File: src/rtl/string_engine_avalon_pkg.sv
// Shared definitions for the string accelerator: operation codes, register map,
// CTRL/STATUS field positions and the byte-limit clamp.
package string_acc_pkg;

    typedef enum logic [1:0] {
        OP_STRLEN = 2'd0,
        OP_STRCMP = 2'd1,
        OP_STRCHR = 2'd2,
        OP_COUNT  = 2'd3
    } op_e;

    localparam int CTRL_OFS   = 0;
    localparam int STATUS_OFS = 1;
    localparam int RESULT_OFS = 2;
    localparam int A_BASE     = 3;

    localparam int CTRL_GO_BIT     = 0;
    localparam int CTRL_OP_LSB     = 1;
    localparam int CTRL_IRQ_EN_BIT = 3;
    localparam int CTRL_CH_LSB     = 8;
    localparam int CTRL_LEN_LSB    = 16;

    localparam int STATUS_DONE_BIT = 0;
    localparam int STATUS_BUSY_BIT = 1;
    localparam int STATUS_ERR_BIT  = 2;

    localparam logic [31:0] NOT_FOUND = 32'hFFFF_FFFF;

    // len==0 means "whole buffer"; anything larger than the buffer is clipped to it.
    function automatic logic [8:0] clamp_limit(input logic [7:0] len, input int max_words);
        logic [8:0] cap;
        cap = 9'(4 * max_words);
        if (len == 8'd0)
            return cap;
        if ({1'b0, len} > cap)
            return cap;
        return {1'b0, len};
    endfunction

endpackage

File: src/rtl/string_engine_avalon_if.sv
// Avalon-MM slave bus bundle for the string accelerator, including its interrupt line.
interface string_engine_avalon_if #(
    parameter int ADDR_W = 5
) ();
    logic              chipselect;
    logic              read;
    logic              write;
    logic [ADDR_W-1:0] address;
    logic [31:0]       writedata;
    logic [31:0]       readdata;
    logic              irq;

    modport slave (
        input  chipselect, read, write, address, writedata,
        output readdata, irq
    );

    modport master (
        output chipselect, read, write, address, writedata,
        input  readdata, irq
    );
endinterface

File: src/rtl/string_engine_avalon_core.sv
// Byte-serial string engine: walks byte k of A (and B) one per cycle and
// terminates per the selected operation, emitting a one-cycle done pulse with the result.
module string_engine_core
    import string_acc_pkg::*;
#(
    parameter int MAX_WORDS = 8,
    parameter int WIDX      = (MAX_WORDS > 1) ? $clog2(MAX_WORDS) : 1
) (
    input  logic            clk,
    input  logic            reset,
    input  logic            start,
    input  op_e             op,
    input  logic [7:0]      ch,
    input  logic [7:0]      len,
    output logic [WIDX-1:0] word_idx,
    input  logic [31:0]     a_word,
    input  logic [31:0]     b_word,
    output logic            busy,
    output logic            done_pulse,
    output logic [31:0]     result
);

    typedef enum logic {S_IDLE, S_RUN} state_e;

    state_e     state_reg, state_next;
    op_e        op_reg, op_next;
    logic [7:0] ch_reg, ch_next;
    logic [8:0] lim_reg, lim_next;
    logic [8:0] k_reg, k_next;
    logic [8:0] count_reg, count_next;

    logic [7:0] a_byte;
    logic [7:0] b_byte;
    logic [8:0] diff;
    logic       at_lim;
    logic       fin;

    always_ff @(posedge clk or negedge reset) begin
        if (!reset) begin
            state_reg <= S_IDLE;
            op_reg    <= OP_STRLEN;
            ch_reg    <= '0;
            lim_reg   <= '0;
            k_reg     <= '0;
            count_reg <= '0;
        end else begin
            state_reg <= state_next;
            op_reg    <= op_next;
            ch_reg    <= ch_next;
            lim_reg   <= lim_next;
            k_reg     <= k_next;
            count_reg <= count_next;
        end
    end

    // When k reaches the full capacity the index wraps, but at_lim terminates first.
    assign word_idx = WIDX'(k_reg >> 2);
    assign a_byte   = 8'(a_word >> {k_reg[1:0], 3'b000});
    assign b_byte   = 8'(b_word >> {k_reg[1:0], 3'b000});
    assign diff     = {1'b0, a_byte} - {1'b0, b_byte};
    assign at_lim   = (k_reg == lim_reg);
    assign busy     = (state_reg == S_RUN);

    always_comb begin
        state_next = state_reg;
        op_next    = op_reg;
        ch_next    = ch_reg;
        lim_next   = lim_reg;
        k_next     = k_reg;
        count_next = count_reg;
        fin        = 1'b0;
        result     = '0;

        case (state_reg)
            S_IDLE: begin
                if (start) begin
                    state_next = S_RUN;
                    op_next    = op;
                    ch_next    = ch;
                    lim_next   = clamp_limit(len, MAX_WORDS);
                    k_next     = '0;
                    count_next = '0;
                end
            end
            S_RUN: begin
                case (op_reg)
                    OP_STRLEN: begin
                        if (at_lim || a_byte == 8'd0) begin
                            fin    = 1'b1;
                            result = 32'(k_reg);
                        end
                    end
                    OP_STRCMP: begin
                        if (at_lim) begin
                            fin = 1'b1;
                        end else if (a_byte != b_byte) begin
                            fin    = 1'b1;
                            result = {{23{diff[8]}}, diff};
                        end else if (a_byte == 8'd0) begin
                            fin = 1'b1;
                        end
                    end
                    OP_STRCHR: begin
                        // Match is tested before the terminator so ch==0 finds the NUL.
                        if (at_lim) begin
                            fin    = 1'b1;
                            result = NOT_FOUND;
                        end else if (a_byte == ch_reg) begin
                            fin    = 1'b1;
                            result = 32'(k_reg);
                        end else if (a_byte == 8'd0) begin
                            fin    = 1'b1;
                            result = NOT_FOUND;
                        end
                    end
                    default: begin
                        if (at_lim || a_byte == 8'd0) begin
                            fin    = 1'b1;
                            result = 32'(count_reg);
                        end else if (a_byte == ch_reg) begin
                            count_next = count_reg + 9'd1;
                        end
                    end
                endcase
                if (fin)
                    state_next = S_IDLE;
                else
                    k_next = k_reg + 9'd1;
            end
            default: state_next = S_IDLE;
        endcase
    end

    assign done_pulse = fin;

endmodule

File: src/rtl/string_engine_avalon.sv
// Avalon-MM string accelerator top: register decode, A/B string buffers,
// CTRL/STATUS/RESULT registers and the interrupt around the byte-serial core.
module string_engine_avalon
    import string_acc_pkg::*;
#(
    parameter int MAX_WORDS = 8,
    parameter int ADDR_W    = $clog2(2 * MAX_WORDS + 3)
) (
    input  logic                   clk,
    input  logic                   reset,
    string_engine_avalon_if.slave  bus
);

    localparam int WIDX = (MAX_WORDS > 1) ? $clog2(MAX_WORDS) : 1;

    generate
        if (MAX_WORDS < 1 || MAX_WORDS > 64) begin : g_bad_depth
            $error("MAX_WORDS must be in 1..64");
        end
    endgenerate

    logic [31:0] a_mem [MAX_WORDS];
    logic [31:0] b_mem [MAX_WORDS];
    logic [MAX_WORDS-1:0] a_hit;
    logic [MAX_WORDS-1:0] b_hit;

    logic [1:0]  op_reg;
    logic        irq_en_reg;
    logic [7:0]  ch_reg;
    logic [7:0]  len_reg;
    logic        done_reg;
    logic        err_reg;
    logic [31:0] result_reg;
    logic [31:0] readdata_reg;

    logic            busy;
    logic            done_pulse;
    logic [31:0]     core_result;
    logic [WIDX-1:0] word_idx;

    logic        wr_en, rd_en;
    logic        hit_ctrl, hit_status, hit_result, hit_buf;
    logic        go_accept, err_set, buf_wr_ok;
    logic [31:0] rd_word;

    // Write wins when read and write are both asserted.
    assign wr_en      = bus.chipselect & bus.write;
    assign rd_en      = bus.chipselect & bus.read & ~bus.write;
    assign hit_ctrl   = (bus.address == ADDR_W'(CTRL_OFS));
    assign hit_status = (bus.address == ADDR_W'(STATUS_OFS));
    assign hit_result = (bus.address == ADDR_W'(RESULT_OFS));
    assign hit_buf    = (|a_hit) | (|b_hit);
    assign buf_wr_ok  = wr_en & ~busy;
    assign go_accept  = wr_en & hit_ctrl & ~busy & bus.writedata[CTRL_GO_BIT];
    assign err_set    = wr_en & busy & (hit_ctrl | hit_buf);

    generate
        for (genvar gi = 0; gi < MAX_WORDS; gi++) begin : g_word
            assign a_hit[gi] = (bus.address == ADDR_W'(A_BASE + gi));
            assign b_hit[gi] = (bus.address == ADDR_W'(A_BASE + MAX_WORDS + gi));

            always_ff @(posedge clk or negedge reset) begin
                if (!reset) begin
                    a_mem[gi] <= '0;
                    b_mem[gi] <= '0;
                end else begin
                    if (buf_wr_ok && a_hit[gi])
                        a_mem[gi] <= bus.writedata;
                    if (buf_wr_ok && b_hit[gi])
                        b_mem[gi] <= bus.writedata;
                end
            end
        end
    endgenerate

    string_engine_core #(
        .MAX_WORDS (MAX_WORDS),
        .WIDX      (WIDX)
    ) u_core (
        .clk        (clk),
        .reset      (reset),
        .start      (go_accept),
        .op         (op_e'(bus.writedata[CTRL_OP_LSB +: 2])),
        .ch         (bus.writedata[CTRL_CH_LSB +: 8]),
        .len        (bus.writedata[CTRL_LEN_LSB +: 8]),
        .word_idx   (word_idx),
        .a_word     (a_mem[word_idx]),
        .b_word     (b_mem[word_idx]),
        .busy       (busy),
        .done_pulse (done_pulse),
        .result     (core_result)
    );

    always_ff @(posedge clk or negedge reset) begin
        if (!reset) begin
            op_reg     <= '0;
            irq_en_reg <= 1'b0;
            ch_reg     <= '0;
            len_reg    <= '0;
            done_reg   <= 1'b0;
            err_reg    <= 1'b0;
            result_reg <= '0;
        end else begin
            if (wr_en && hit_ctrl && !busy) begin
                op_reg     <= bus.writedata[CTRL_OP_LSB +: 2];
                irq_en_reg <= bus.writedata[CTRL_IRQ_EN_BIT];
                ch_reg     <= bus.writedata[CTRL_CH_LSB +: 8];
                len_reg    <= bus.writedata[CTRL_LEN_LSB +: 8];
            end
            // A completing operation outranks a simultaneous W1C of done.
            if (done_pulse)
                done_reg <= 1'b1;
            else if (go_accept)
                done_reg <= 1'b0;
            else if (wr_en && hit_status && bus.writedata[STATUS_DONE_BIT])
                done_reg <= 1'b0;

            if (err_set)
                err_reg <= 1'b1;
            else if (wr_en && hit_status && bus.writedata[STATUS_ERR_BIT])
                err_reg <= 1'b0;

            if (done_pulse)
                result_reg <= core_result;
            else if (go_accept)
                result_reg <= '0;
        end
    end

    always_comb begin
        rd_word = '0;
        if (hit_ctrl)
            rd_word = {8'd0, len_reg, ch_reg, 4'd0, irq_en_reg, op_reg, 1'b0};
        else if (hit_status)
            rd_word = {29'd0, err_reg, busy, done_reg};
        else if (hit_result)
            rd_word = result_reg;
        for (int i = 0; i < MAX_WORDS; i++) begin
            if (a_hit[i])
                rd_word = a_mem[i];
            if (b_hit[i])
                rd_word = b_mem[i];
        end
    end

    always_ff @(posedge clk or negedge reset) begin
        if (!reset)
            readdata_reg <= '0;
        else if (rd_en)
            readdata_reg <= rd_word;
    end

    assign bus.readdata = readdata_reg;
    assign bus.irq      = done_reg & irq_en_reg;

endmodule

File: src/flat_wrapper.sv
// flat-port wrapper written by rule: the top's interface ports become plain ports
module string_engine_avalon_flat import string_acc_pkg::*;
#(
    parameter int MAX_WORDS = 8,
    parameter int ADDR_W    = $clog2(2 * MAX_WORDS + 3)
)
  (clk, reset, bus_chipselect, bus_read, bus_write, bus_address, bus_writedata, bus_readdata, bus_irq);
  string_engine_avalon_if #(.ADDR_W(ADDR_W)) bus_i ();
  input  logic clk;
  input  logic reset;
  input wire logic [$bits(bus_i.chipselect)-1:0] bus_chipselect;
  input wire logic [$bits(bus_i.read)-1:0] bus_read;
  input wire logic [$bits(bus_i.write)-1:0] bus_write;
  input wire logic [$bits(bus_i.address)-1:0] bus_address;
  input wire logic [$bits(bus_i.writedata)-1:0] bus_writedata;
  output wire logic [$bits(bus_i.readdata)-1:0] bus_readdata;
  output wire logic [$bits(bus_i.irq)-1:0] bus_irq;
  assign bus_i.chipselect = bus_chipselect;
  assign bus_i.read = bus_read;
  assign bus_i.write = bus_write;
  assign bus_i.address = bus_address;
  assign bus_i.writedata = bus_writedata;
  assign bus_readdata = bus_i.readdata;
  assign bus_irq = bus_i.irq;
  string_engine_avalon #(.MAX_WORDS(MAX_WORDS), .ADDR_W(ADDR_W)) u_core (.clk(clk), .reset(reset), .bus(bus_i));
endmodule
File: config.mk
export PLATFORM = sky130hd
export DESIGN_NAME = string_engine_avalon_flat
export DESIGN_NICKNAME = d
export VERILOG_FILES = /design/src/rtl/string_engine_avalon_pkg.sv /design/src/rtl/string_engine_avalon_if.sv /design/src/rtl/string_engine_avalon_core.sv /design/src/rtl/string_engine_avalon.sv /design/src/flat_wrapper.sv
export SDC_FILE = /design/constraint.sdc
export NUM_CORES = 1
export LEC_CHECK = 0
export ABC_CLOCK_PERIOD_IN_PS = 14650
export CORE_MARGIN = 8
export CORE_UTILIZATION = 40
export DETAILED_ROUTE_END_ITERATION = 12
export PLACE_DENSITY = 0.59
export SETUP_SLACK_MARGIN = 0.05
export SLEW_MARGIN = 0
export SYNTH_ARGS = -nofsm -noshare
export SYNTH_HDL_FRONTEND = slang
export SYNTH_SLANG_ARGS = --single-unit
File: constraint.sdc
create_clock -name clk -period 14.65 [get_ports clk]
set_clock_uncertainty 0.15 [all_clocks]
set_input_delay 2.93 -clock clk [delete_from_list [all_inputs] [get_ports clk]]
set_output_delay 2.93 -clock clk [all_outputs]
set_load 0.1 [all_outputs]
==> results.txt <==
Root Buffer = clkbuf_16
Synth top area share = 0.480
Nets = 2602
TritonCTS buffer count = 71
yosys warns = 0
# Post-CTS Setup Buffers = 0
met1 Resource Use GR = 0.366
vias in the first global route = 24000
Arrival @ worst endpoint = 7.03 ns
drc violations = 0
status = finished clean
FP Core Util = 0.404
Final Wtd Congestion = 0.946
synthesized instance count = 2559
syn_nets = 2616
row count = 103
Max VDD drop = 0.0785 mV
Top Layout Cells = dfrtp_1, mux2_2, nand2_1, mux4_2, o21ai_0
HP Class = flip-flop to flip-flop
max-slew violations = 0
critical path: stages:
cell,delay (ns)
clkdlybuf4s50_1,0.86
nor3_1,0.73
nand3_2,0.97
nor2_4,0.44
buf_4,0.64
mux2_2,0.42
report_power, final:
group	internal, mW	leakage, nW	total, mW	switching, mW
clock	1.13	1.20	1.87	0.736
combinational	0.470	6.88	1.07	0.598
sequential	1.93	8.06	2.16	0.229
stage by stage:
| step | power [mW] | cell area (µm²) | utilization |
|---|---|---|---|
| 2_1_floorplan | 2.83 | 31900 | - |
| 3_3_place_gp | 3.20 | 33700 | 0.427 |
| 3_5_place_dp | 3.23 | 33700 | 0.427 |
| 4_1_cts | 5.10 | 36200 | 0.458 |
| 5_1_grt | 5.27 | 36200 | 0.458 |
| 6_report | 5.09 | 36200 | 0.458 |
Yosys cell counts (all sizes together) (5+ instances only):
cell     count
nand2      184
xor2        11
and2         7
a222oi       9
nand2b       8
mux2       524
o311a        5
o21ai       96
o21a        14
xnor2        9
a21o         8
a21oi       67
or3          9
nand4       17
a221o       29
mux4       141
or2         15
o31a        11
buf         58
o221ai      37
clkbuf     169
nor3        38
nor2        86
inv         25
o211ai       9
ha          14
o2111ai      5
a31oi       15
a211oi      27
dfrtp      612
mux2i       65
nor2b       13
o22ai       35
nand3       39
a22oi       65
a221oi      32
layout make-up:
class,instances,area [µm²]
timing repair buffer,140,1270
fill,7042,42800
tap,1050,1310
clock buffer,118,2240
clock inverter,11,203
inverter,26,97.6
sequential,612,15300
antenna,4,10.0
multi-input combinational,1694,15700
cell families (layout without fill, tap and decap cells):
family / Yosys count / after routing / synth area share
buffers and inverters: 253 / 295 / 0.0318
adders and majority gates: 15 / 15 / 0.00612
other: 0 / 4 / 0
xor gates and xnor gates: 20 / 20 / 0.00549
and+or+nand+nor: 440 / 440 / 0.0632
muxes: 730 / 730 / 0.305
DFF: 612 / 612 / 0.480
AOI/OAI and AO/OA: 489 / 489 / 0.108
worst paths after layout:
| kind | start | slack, ns | end | cells past startpoint |
|---|---|---|---|---|
| setup / recovery | bus_address[4] | 7.95 | u_core.b_mem[211]$_DFFE_PN0P_ | 6 |
| hold / removal | u_core.bus.readdata[8]$_DFFE_PN0P_ | 0.33 | u_core.bus.readdata[8]$_DFFE_PN0P_ | 1 |
| hold reg to reg | u_core.bus.readdata[8]$_DFFE_PN0P_ | 0.33 | u_core.bus.readdata[8]$_DFFE_PN0P_ | 1 |
| setup reg to reg | u_core.u_core.k_reg[3]$_DFFE_PN0P_ | 8.43 | u_core.result_reg[2]$_DFFE_PN0P_ | 11 |
| min in group asynchronous | reset | 2.21 | u_core.u_core.lim_reg[2]$_DFFE_PN0P_ | 1 |
| max in group asynchronous | reset | 9.58 | u_core.b_mem[156]$_DFFE_PN0P_ | 3 |
routing by layer:
layer	wire length, µm	part of all wire	vias to the layer above
li1	-	-	9722
met5	9	0.000075	-
met3	13300	0.11	302
met2	51000	0.42	1566
met4	6750	0.056	2
met1	49100	0.41	12800
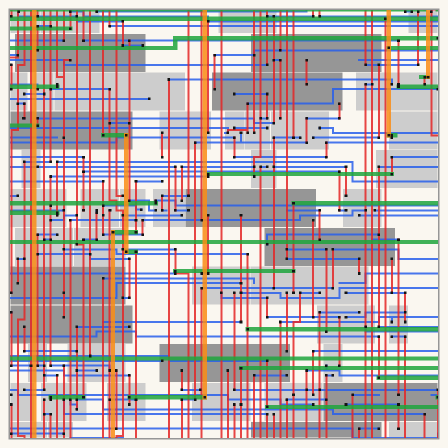
closeup.png
Window x 134 to 164, y 75 to 105 µm. Cells in gray, sequential cells in the stronger gray; small squares are vias.
| layer | color |
|---|---|
| M2 | red |
| M3 | green |
| M1 | blue |
| M4 | orange |
sequential cells in the window: 10
most frequent: mux2_2 (10), dfrtp_1 (10), nand2_1 (3)
netlist names of flops here include: u_core.b_mem (5), u_core.bus.readdata (2)
cells with their middle in the window: 42

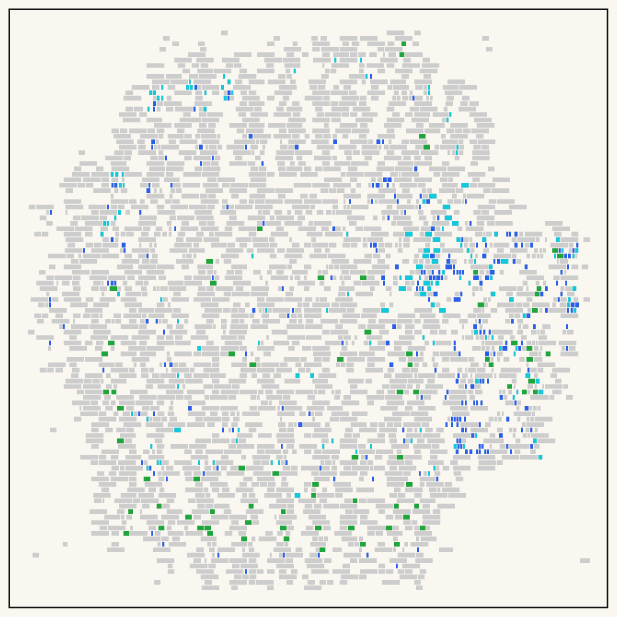
gates.png
Drawn at 2 px/µm.
| family | color | cells |
|---|---|---|
| non-inverting ao/oa cells | green | 76 |
| nor cells | cyan | 145 |
| nand cells | blue | 252 |
Commonest Layout Cell: dfrtp_1
Cell Count, Final, Fillers Out: 3655
Comb area share: 0.435

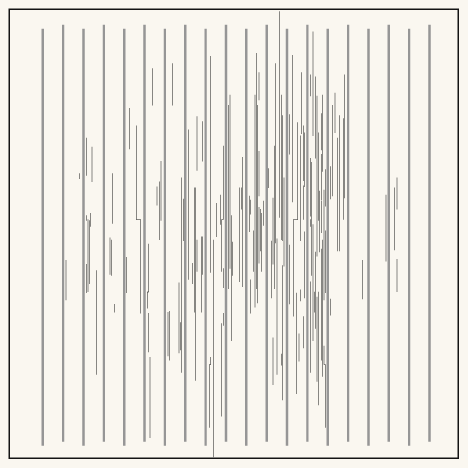
m4.png
Drawn at 1.5 px/µm. Supply wires on this layer in gray.
share of all routed wire: 5.6%
nets with wire on the layer: 93
longest straight run: 157 µm
wire length on this layer: 6750 µm
main direction: vertical

Power is estimated from default activity; no workload was simulated.
